--- config.mk ---
export PLATFORM = sky130hd
export DESIGN_NAME = spi_bus_monitor
export DESIGN_NICKNAME = d
export VERILOG_FILES = /design/src/rtl/spi_bus_monitor.sv
export SDC_FILE = /design/constraint.sdc
export NUM_CORES = 1
export LEC_CHECK = 0
export ABC_AREA = 1
export CORE_ASPECT_RATIO = 0.9
export CORE_MARGIN = 5
export CORE_UTILIZATION = 60
export CTS_CLUSTER_DIAMETER = 80
export CTS_CLUSTER_SIZE = 20
export DETAILED_ROUTE_END_ITERATION = 16
export PLACE_DENSITY = 0.87
export SLEW_MARGIN = 20
export SYNTH_ARGS = -nofsm -noshare
export SYNTH_HDL_FRONTEND = slang
export SYNTH_SLANG_ARGS = --single-unit
--- constraint.sdc ---
create_clock -name Clk_i -period 3.03 [get_ports Clk_i]
set_clock_uncertainty 0.15 [all_clocks]
set_input_delay 0.909 -clock Clk_i [delete_from_list [all_inputs] [get_ports Clk_i]]
set_output_delay 0.909 -clock Clk_i [all_outputs]
set_load 0.005 [all_outputs]
--- src/rtl/spi_bus_monitor.sv ---
// spi_bus_monitor: passive SPI (mode 0) sniffer for two slaves. It captures
// each complete byte as {slave id, mosi byte, miso byte} into a record FIFO.
// Optional feature macro: SPIMON_ERRCNT_EN adds an 8-bit saturating err_cnt
// output that counts frame_err pulses.
module spi_bus_monitor #(
  parameter int unsigned DEPTH = 4
) (
  input  logic       Clk_i,
  input  logic       Rst_ni,
  input  logic       sck,
  input  logic       mosi,
  input  logic       miso,
  input  logic [1:0] ss,
  output logic       rec_valid,
  input  logic       rec_ready,
  output logic [7:0] rec_mosi,
  output logic [7:0] rec_miso,
  output logic       rec_id,
  output logic       frame_err,
  output logic       overflow,
`ifdef SPIMON_ERRCNT_EN
  output logic [7:0] err_cnt,
`endif
  input  logic       ovf_clr
);

  localparam int unsigned AW = $clog2(DEPTH);
  localparam int unsigned CW = AW + 1;

  typedef struct packed {
    logic       id;
    logic [7:0] mosi;
    logic [7:0] miso;
  } rec_t;

  typedef enum logic [1:0] {S_IDLE, S_SHIFT, S_ILLEGAL} state_e;

  // Synchronizers, edge history and arming
  logic [4:0] sync1_q, sync1_d, sync2_q, sync2_d;
  logic       sck_prev_q, sck_prev_d;
  logic [1:0] prime_q, prime_d;
  logic       armed_q, armed_d;

  // Frame FSM and shifters
  state_e     state_q, state_d;
  logic [2:0] bit_cnt_q, bit_cnt_d;
  logic       id_q, id_d;
  logic [7:0] mosi_sr_q, mosi_sr_d, miso_sr_q, miso_sr_d;
  logic       frame_err_q, frame_err_d;
  logic       push;
  logic       sck_rise;
  rec_t       rec_new;

  // Record FIFO
  rec_t       mem_q [DEPTH];
  rec_t       mem_d [DEPTH];
  logic [AW-1:0] wr_ptr_q, wr_ptr_d, rd_ptr_q, rd_ptr_d;
  logic [CW-1:0] count_q, count_d;
  rec_t       head_q, head_d;
  logic       rec_valid_q, rec_valid_d;
  logic       overflow_q, overflow_d;
  logic       pop, full, push_ok;

  logic       sck_s, mosi_s, miso_s;
  logic [1:0] ss_s;

  assign sck_s  = sync2_q[0];
  assign mosi_s = sync2_q[1];
  assign miso_s = sync2_q[2];
  assign ss_s   = sync2_q[4:3];

  // Frame tracking: arming, bit sampling, byte completion and error detection
  always_comb begin
    sync1_d     = {ss, miso, mosi, sck};
    sync2_d     = sync1_q;
    sck_prev_d  = sck_s;
    prime_d     = {prime_q[0], 1'b1};
    armed_d     = armed_q | (prime_q[1] && (ss_s == 2'b00));
    state_d     = state_q;
    bit_cnt_d   = bit_cnt_q;
    id_d        = id_q;
    mosi_sr_d   = mosi_sr_q;
    miso_sr_d   = miso_sr_q;
    frame_err_d = 1'b0;
    push        = 1'b0;
    sck_rise    = sck_s & ~sck_prev_q;

    case (state_q)
      S_IDLE: begin
        if (armed_q) begin
          if (ss_s == 2'b11) begin
            state_d     = S_ILLEGAL;
            frame_err_d = 1'b1;
          end else if (ss_s != 2'b00) begin
            state_d   = S_SHIFT;
            bit_cnt_d = 3'd0;
            id_d      = ss_s[1];
          end
        end
      end
      S_SHIFT: begin
        if (ss_s == 2'b00) begin
          state_d     = S_IDLE;
          frame_err_d = (bit_cnt_q != 3'd0);
        end else if (ss_s == 2'b11) begin
          state_d     = S_ILLEGAL;
          frame_err_d = 1'b1;
        end else if (ss_s[1] != id_q) begin
          // Direct slave switch: close the old frame, open a new one
          frame_err_d = (bit_cnt_q != 3'd0);
          id_d        = ss_s[1];
          bit_cnt_d   = 3'd0;
        end else if (sck_rise) begin
          mosi_sr_d = {mosi_sr_q[6:0], mosi_s};
          miso_sr_d = {miso_sr_q[6:0], miso_s};
          bit_cnt_d = bit_cnt_q + 3'd1;
          push      = (bit_cnt_q == 3'd7);
        end
      end
      S_ILLEGAL: begin
        if (ss_s == 2'b00) state_d = S_IDLE;
      end
      default: state_d = S_IDLE;
    endcase

    rec_new = '{id: id_q, mosi: mosi_sr_d, miso: miso_sr_d};
  end

  // FIFO pointers, storage, registered head and overflow flag
  always_comb begin
    pop        = rec_valid_q & rec_ready;
    full       = (count_q == CW'(DEPTH));
    push_ok    = push & (~full | pop);
    mem_d      = mem_q;
    wr_ptr_d   = wr_ptr_q;
    rd_ptr_d   = rd_ptr_q;
    count_d    = count_q;
    overflow_d = overflow_q;

    if (push_ok) begin
      mem_d[wr_ptr_q] = rec_new;
      wr_ptr_d        = wr_ptr_q + AW'(1);
    end
    if (pop) rd_ptr_d = rd_ptr_q + AW'(1);
    if (push_ok && !pop)      count_d = count_q + CW'(1);
    else if (!push_ok && pop) count_d = count_q - CW'(1);

    if (ovf_clr) overflow_d = 1'b0;
    if (push && full && !pop) overflow_d = 1'b1;

    rec_valid_d = (count_d != '0);
    head_d      = rec_valid_d ? mem_d[rd_ptr_d] : '0;
  end

  // State register with synchronous active-low reset
  always_ff @(posedge Clk_i) begin
    if (!Rst_ni) begin
      sync1_q     <= '0;
      sync2_q     <= '0;
      sck_prev_q  <= 1'b0;
      prime_q     <= '0;
      armed_q     <= 1'b0;
      state_q     <= S_IDLE;
      bit_cnt_q   <= '0;
      id_q        <= 1'b0;
      mosi_sr_q   <= '0;
      miso_sr_q   <= '0;
      frame_err_q <= 1'b0;
      wr_ptr_q    <= '0;
      rd_ptr_q    <= '0;
      count_q     <= '0;
      head_q      <= '0;
      rec_valid_q <= 1'b0;
      overflow_q  <= 1'b0;
    end else begin
      sync1_q     <= sync1_d;
      sync2_q     <= sync2_d;
      sck_prev_q  <= sck_prev_d;
      prime_q     <= prime_d;
      armed_q     <= armed_d;
      state_q     <= state_d;
      bit_cnt_q   <= bit_cnt_d;
      id_q        <= id_d;
      mosi_sr_q   <= mosi_sr_d;
      miso_sr_q   <= miso_sr_d;
      frame_err_q <= frame_err_d;
      wr_ptr_q    <= wr_ptr_d;
      rd_ptr_q    <= rd_ptr_d;
      count_q     <= count_d;
      head_q      <= head_d;
      rec_valid_q <= rec_valid_d;
      overflow_q  <= overflow_d;
    end
  end

  // Record storage; contents are only observed through the reset head register
  always_ff @(posedge Clk_i) begin
    mem_q <= mem_d;
  end

`ifdef SPIMON_ERRCNT_EN
  logic [7:0] err_cnt_q, err_cnt_d;

  // Saturating frame error counter
  always_comb begin
    err_cnt_d = err_cnt_q;
    if (ovf_clr)                                 err_cnt_d = '0;
    else if (frame_err_d && err_cnt_q != 8'hFF)  err_cnt_d = err_cnt_q + 8'd1;
  end

  // Error counter register
  always_ff @(posedge Clk_i) begin
    if (!Rst_ni) err_cnt_q <= '0;
    else         err_cnt_q <= err_cnt_d;
  end

  assign err_cnt = err_cnt_q;
`endif

  assign rec_valid = rec_valid_q;
  assign rec_mosi  = head_q.mosi;
  assign rec_miso  = head_q.miso;
  assign rec_id    = head_q.id;
  assign frame_err = frame_err_q;
  assign overflow  = overflow_q;

endmodule
==> impl_metrics.py, run 1 <==
# Flow results
metrics = {
    "pwr": {
        "switching_share_pct": 26.4,
        "p_clk_uw": 2060,
        "p_seq_share_pct": 38.7,
        "power_leader": "clock",
        "p_leak_uw": 0.00338,
        "power_frac_comb_pct": 17.7,
        "pwr-share-clk_pct": 43.6,
        "ir_worst_vdd_mv": 0.475,
        "p_per_area_mw_per_mm2": 714,
        "p_int_uw": 3490,
        "p_comb_uw": 840,
    },
    "cells_and_area": {
        "fillers": 674,
        "inverters_excl_clock": 59,
        "buffers_excl_clock": 47,
        "nNetsFinal": 795,
        "design.seq.count": 131,
        "buf_share_pct": 6.94,
        "seqCellArea_mm2": 0.00262,
        "layout-drive-gt1-share_pct": 8.52,
    },
    "sta": {
        "setup_viol": 0,
        "final_hold_viol_count": 0,
        "slew_headroom_pct": 42.8,
        "min_period_over_period_pct": 90.9,
        "timing.fmax_ghz": 0.363,
        "tightestPinTransition_ns": 0.858,
    },
    "global_routing": {
        "first_global_vias": 5021,
        "antenna_found_initial": 0,
        "grt_max_degree": 45,
        "grt_pass1_wl_um": 23200,
        "grt.overflow.total": 0,
    },
    "yosys": {
        "edf_count": 0,
        "synth_chip_area_mm2": 0.00567,
        "synth_top_area_share_pct": 46.3,
        "synth.largest_area_cell": "dfxtp_1",
        "topCellsByArea": "dfxtp_1 46%, nand3_1 16%, nand2_1 15%, inv_1 3.6%, ha_1 2.9%",
        "yosys_most_used_dff": "dfxtp_1",
        "ys_warn_count": 0,
        "ys_seq_share_pct": 46.3,
        "fp_nets": 769,
        "most_common_cell": "nand2_1",
        "avgSynthCellArea_um2": 7.59,
        "top_cells_by_count": "234 x nand2_1, 182 x nand3_1, 131 x dfxtp_1",
    },
    "hold_path": {
        "min-delay-path-class": "reg -> reg",
        "worstHoldStart": "sync1_q[2]",
    },
    "clocking": {
        "path_clk_slew_ns": 0.06,
        "cts_hold_buf": 0,
        "h-tree-depth": 4,
        "clock_path_buffers": 2,
        "cts-root-buf": "clkbuf_8",
        "cts.sinks": 131,
        "clk-insertion-delay-late_ns": 0.53,
        "cts_tree": "yes",
        "cts_setup_buffers": 0,
    },
    "drt": {
        "ant_nets": 0,
        "vias": 5169,
        "drc": 0,
        "dr.pass1.iters": 7,
        "wl_per_cell_um": 15.3,
    },
    "status": {
        "outcome": "complete, no violations",
    },
    "setup_path": {
        "critical_path_class": "reg -> reg",
        "r2r_slack_ns": 0.28,
        "reg2reg_from": "sync2_q[4]",
        "end_kind": "register",
        "cp-start-kind": "register",
        "ff2ff_path_depth": 14,
        "crit_required_ns": 3.31,
    },
    "floorplan": {
        "fp_util_pct": 61.8,
        "rows": 33,
        "tapcell.inserted": 122,
    },
    "run": {
        "warnings": 34,
        "cap_violations": 0,
    },
    "placement": {
        "place_congestion": 0.865,
    },
}
-- run 1: sequential cells by signal, summed over array words and instances (netlist names), 3 cells and up --
signal and count:
bit_cnt_q 3, mosi_sr_q 8, mem_q 68, count_q 3
sync1_q 5, rec_mosi 8, miso_sr_q 8, rec_miso 8
sync2_q 5
-- run 1: cells by family (layout without fill, tap and decap cells) --
| kind of cell | count (synthesis) | in the layout | share of synthesized area [%] |
|---|---|---|---|
| AND-OR/OR-AND | 37 | 37 | 3.60 |
| XOR/XNOR | 3 | 3 | 0.795 |
| buffers and inverters | 99 | 138 | 8.37 |
| adder cells (fa/ha/maj) | 13 | 13 | 2.87 |
| flip-flops | 131 | 131 | 46.3 |
| AND/OR/NAND/NOR | 464 | 464 | 38.1 |
-- run 1: stage by stage --
| stage | setup WS, ns | std cells | total power (uW) | cell area [um2] |
|---|---|---|---|---|
| after floorplan | 0.614 | 747 | 2420 | 5670 |
| after global placement | 0.108 | 876 | 2660 | 6030 |
| after detailed placement | 0.0404 | 876 | 2690 | 6030 |
| after CTS | 0.204 | 908 | 4750 | 6630 |
| after global routing | 0.0590 | 908 | 4950 | 6640 |
| final | 0.276 | 908 | 4740 | 6640 |
-- run 1: metal layers --
metal  wire length (um)  GRT usage, %  up-vias
met1               5680          30.8     2383
met3               1120          6.69       45
met2               6670          42.8      226
met5                  0             0        -
met4                400          11.6        0
li1                   -             -     2515
-- run 1: worst max-delay path, stage by stage (launching register included) --
cell,delay (ns)
dfxtp_1,0.39
inv_1,0.11
ha_1,0.29
nor2_2,0.26
buf_4,0.22
nand4_4,0.15
nor2_4,0.21
buf_12,0.20
nand2_4,0.16
nand2_1,0.17
nand3_1,0.08
nand3_1,0.09
nand2_1,0.07
nand2_1,0.06
inv_1,0.04
==> run_1/final_congestion.png <==
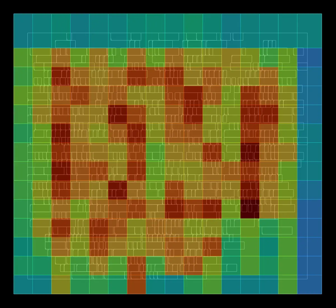
met3 Usage GRT: 6.69%
GR Layer Usage met2: 42.8%

==> run_1/pins.png <==
Pins as bars across the die edge, other pins in gray.
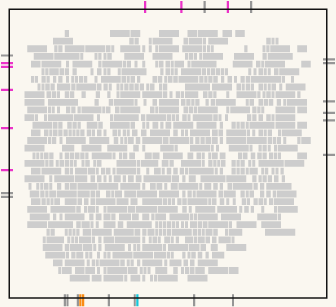
color	port	pins	direction	edge
cyan	overflow	1	output	bottom
orange	ss	2	input	bottom
magenta	rec_miso	8	output	5 left, 3 top
all pins by edge	10 bottom, 8 left, 6 right, 5 top
Die Wd: 112 um
Die Ht: 102 um
IO buf count: 28

==> run_1/registers.png <==
Other sequential cells in the stronger gray, the rest of the logic in the fainter gray.
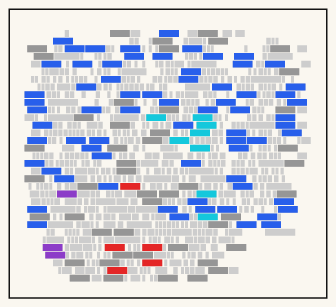
color	netlist name	flops
blue	mem_q	68
red	sync2_q	5
cyan	mosi_sr_q	8
purple	count_q	3
not colored	47
flop share of the area: 39.5%
seq pwr: 1830 uW
post-layout util: 72.4%

==> run_1/met3.png <==
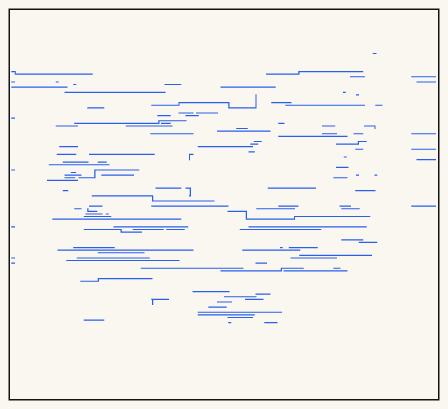

==> inputs of run 2 (changes only) <==
--- a/config.mk
+++ b/config.mk
@@ -12,7 +12,7 @@
 export CTS_CLUSTER_DIAMETER = 80
 export CTS_CLUSTER_SIZE = 20
 export DETAILED_ROUTE_END_ITERATION = 16
-export PLACE_DENSITY = 0.87
+export PLACE_DENSITY = 0.79
 export SLEW_MARGIN = 20
 export SYNTH_ARGS = -nofsm -noshare
 export SYNTH_HDL_FRONTEND = slang
==> run_2/met3.png <==
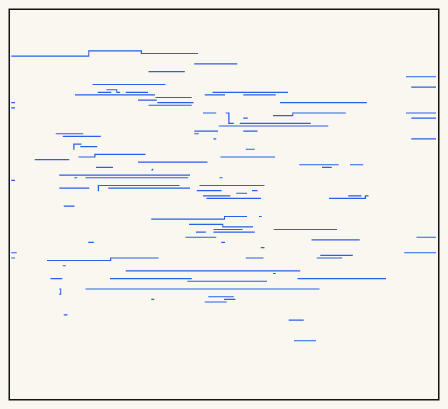
main direction	horizontal
share of all routed wire	7.2%
longest straight run	61.2 um
wire length on this layer	983 um
nets with wire on the layer	54
final wirelength: 13700 um
via count: 5059
met3 Usage GRT: 7.46%

==> run_2/final_congestion.png <==
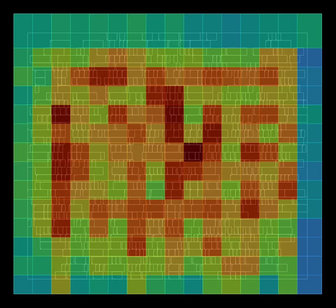
post-layout util: 72.4%
All-Layer GR Usage: 25.0%
met1 usage: 28.9%

==> run 2 against run 1 <==
Net effect:
- final cell count rose by 0.22%
- largest cell class unchanged
- non-clock buffer count rose by 2
- critical endpoint unchanged
- critical path type unchanged
- synthesized cell count did not move
==> impl_metrics.py, run 2 <==
# Flow results
metrics = {
    "clocking": {
        "cts_tree": "yes",
        "cts_hold_buf": 0,
        "h-tree-depth": 4,
        "clk-insertion-delay-late_ns": 0.52,
        "clock_path_buffers": 2,
        "path_clk_slew_ns": 0.06,
        "cts_buffers": 17,
        "post_cts_resize_count": 0,
        "cts-root-buf": "clkbuf_8",
        "cts.sinks": 131,
        "cts_setup_buffers": 0,
    },
    "sta": {
        "rsz0062_at_grt": "false",
        "slew_headroom_pct": 36.3,
        "setup_viol": 0,
        "fin_crit_ns": 2.72,
        "timing.final.max_slew_violations": 0,
        "setup_tns_ns": 0,
        "final.setup.worst_slack_ns": 0.312,
        "tightestPinTransition_ns": 0.955,
        "hold_ws_ns": 0.254,
        "final_hold_viol_count": 0,
        "timing.fmax_ghz": 0.368,
        "min_period_over_period_pct": 89.7,
    },
    "drt": {
        "wl_per_cell_um": 15.1,
        "avgViaCountPerCell": 5.56,
        "drc": 0,
        "ant_nets": 0,
        "drt_iter0_markers": 407,
        "dr.pass1.iters": 6,
    },
    "pwr": {
        "ir_worst_vdd_mv": 0.629,
        "p_leak_uw": 0.00339,
        "p_per_area_mw_per_mm2": 724,
    },
    "setup_path": {
        "cp_max_fo": 20,
        "cp-startpoint": "sync2_q[4]",
        "crit_required_ns": 3.35,
        "critical_path_class": "reg -> reg",
        "end_kind": "register",
        "worstPathArrival_ns": 3.04,
        "reg2reg_from": "sync2_q[4]",
        "ff2ff_path_depth": 13,
        "cp-start-kind": "register",
        "r2r_end": "rec_mosi[0]",
        "r2r_slack_ns": 0.31,
        "endpoint": "rec_mosi[0]",
    },
    "yosys": {
        "ys_types": 32,
        "synth.cell_area_mm2": 0.00567,
        "ys_cells": 747,
        "synth_top_area_share_pct": 46.3,
        "synthArstFlopShare_pct": 0,
        "syn_inst": 747,
        "synth_chip_area_mm2": 0.00567,
        "ys_warn_count": 0,
        "synth_flops": 131,
        "most_common_cell": "nand2_1",
        "synth.largest_area_cell": "dfxtp_1",
        "avgSynthCellArea_um2": 7.59,
        "fp_nets": 769,
        "edf_count": 0,
        "topCellsByArea": "dfxtp_1 46%, nand3_1 16%, nand2_1 15%, inv_1 3.6%, ha_1 2.9%",
        "ys_seq_share_pct": 46.3,
        "top_cells_by_count": "234 x nand2_1, 182 x nand3_1, 131 x dfxtp_1",
        "yosys_most_used_dff": "dfxtp_1",
    },
    "status": {
        "outcome": "complete, no violations",
    },
    "global_routing": {
        "antenna_found_initial": 0,
        "grt.overflow.total": 0,
        "first_global_vias": 4921,
        "grt_max_degree": 29,
        "grt_pass1_wl_um": 22700,
    },
    "run": {
        "warnings": 34,
        "cap_violations": 0,
    },
    "hold_path": {
        "min_path_cells": 2,
        "min_to": "sync2_q[0]",
        "min-delay-path-class": "reg -> reg",
        "worstHoldStart": "sync1_q[0]",
    },
    "floorplan": {
        "die_y_um": 102,
        "die_area_mm2": 0.0115,
        "rows": 33,
        "io-pin-count": 29,
        "fp_util_pct": 61.8,
        "coreArea_mm2": 0.00917,
        "die_width_um": 112,
    },
    "cells_and_area": {
        "diodes": 0,
        "fillers": 711,
        "largest_reg_flops": 68,
        "seqCellArea_mm2": 0.00262,
        "postLayoutCellArea_mm2": 0.00664,
        "nNetsFinal": 797,
        "mostFrequentLayoutCells": "234 x nand2_1, 182 x nand3_1, 131 x dfxtp_1",
        "syn_to_final_growth_pct": 17.1,
        "regMostFlops": "mem_q",
        "layout-drive-gt1-share_pct": 8.88,
        "lay_top_count": "nand2_1",
        "logic_area_mm2": 0.00257,
    },
    "placement": {
        "placed_cell_area_mm2": 0.00601,
        "hpwl_um": 8410,
        "numPortBuffers": 28,
        "pre_cts_slack_ns": 0.00400,
        "place_congestion": 0.874,
    },
}
[run 2: cell types whose count changed in the layout (fill, tap and decap cells not counted), sizes merged]
cell / before / now
bufinv: 3 / 4
clkinv: 6 / 9
buf: 19 / 21
clkbuf: 24 / 20
[run 2: final cells by class]
class | instances | share of cell area [%]
flip-flops and latches | 131 | 39.5
multi-input cells | 517 | 38.7
clock buffers | 20 | 6.71
repair buffers | 49 | 6.71
inverters | 59 | 3.34
clock inverters | 12 | 2.71
well taps | 122 | 2.30
[run 2: metrics by stage]
stage          cells  power (uW)  util (%)
6_report         910        4800      72.4
3_5_place_dp     878        2680      65.5
3_3_place_gp     878        2660      65.5
2_1_floorplan    747        2420         -
4_1_cts          910        4830      72.3
5_1_grt          910        5000      72.4
[run 2: cell families (layout without fill, tap and decap cells)]
| group | after synthesis | after routing | share of synthesized area, % |
|---|---|---|---|
| buf+inv | 99 | 140 | 8.37 |
| simple gates | 464 | 464 | 38.1 |
| fa+ha+maj | 13 | 13 | 2.87 |
| flops | 131 | 131 | 46.3 |
| xor+xnor | 3 | 3 | 0.795 |
| compound gates | 37 | 37 | 3.60 |
[run 2: power breakdown]
part | internal (uW) | total [uW] | switching (uW)
combinational | 350 | 831 | 481
sequential | 1800 | 1830 | 32.6
clock | 1380 | 2140 | 761
[run 2: worst max-delay path, cell delays in order (launching register included)]
cell and delay [ns]:
dfxtp_1 0.44, inv_1 0.13, ha_1 0.29, nor2_1 0.15, buf_4 0.28, nand4_4 0.16
nor2_4 0.21, buf_4 0.28, nand3_1 0.15, nand3_1 0.13, nand3_1 0.07, nand2_1 0.10
nand2_1 0.06, inv_1 0.05
[run 2: routing by layer]
layer	part of all wire [%]	GRT usage, %
met1	42	28.9
met2	49	42.9
met3	7.2	7.46
met4	2.0	11.9
met5	0	0
No activity file was given, so power comes from the tool's default toggle rates.
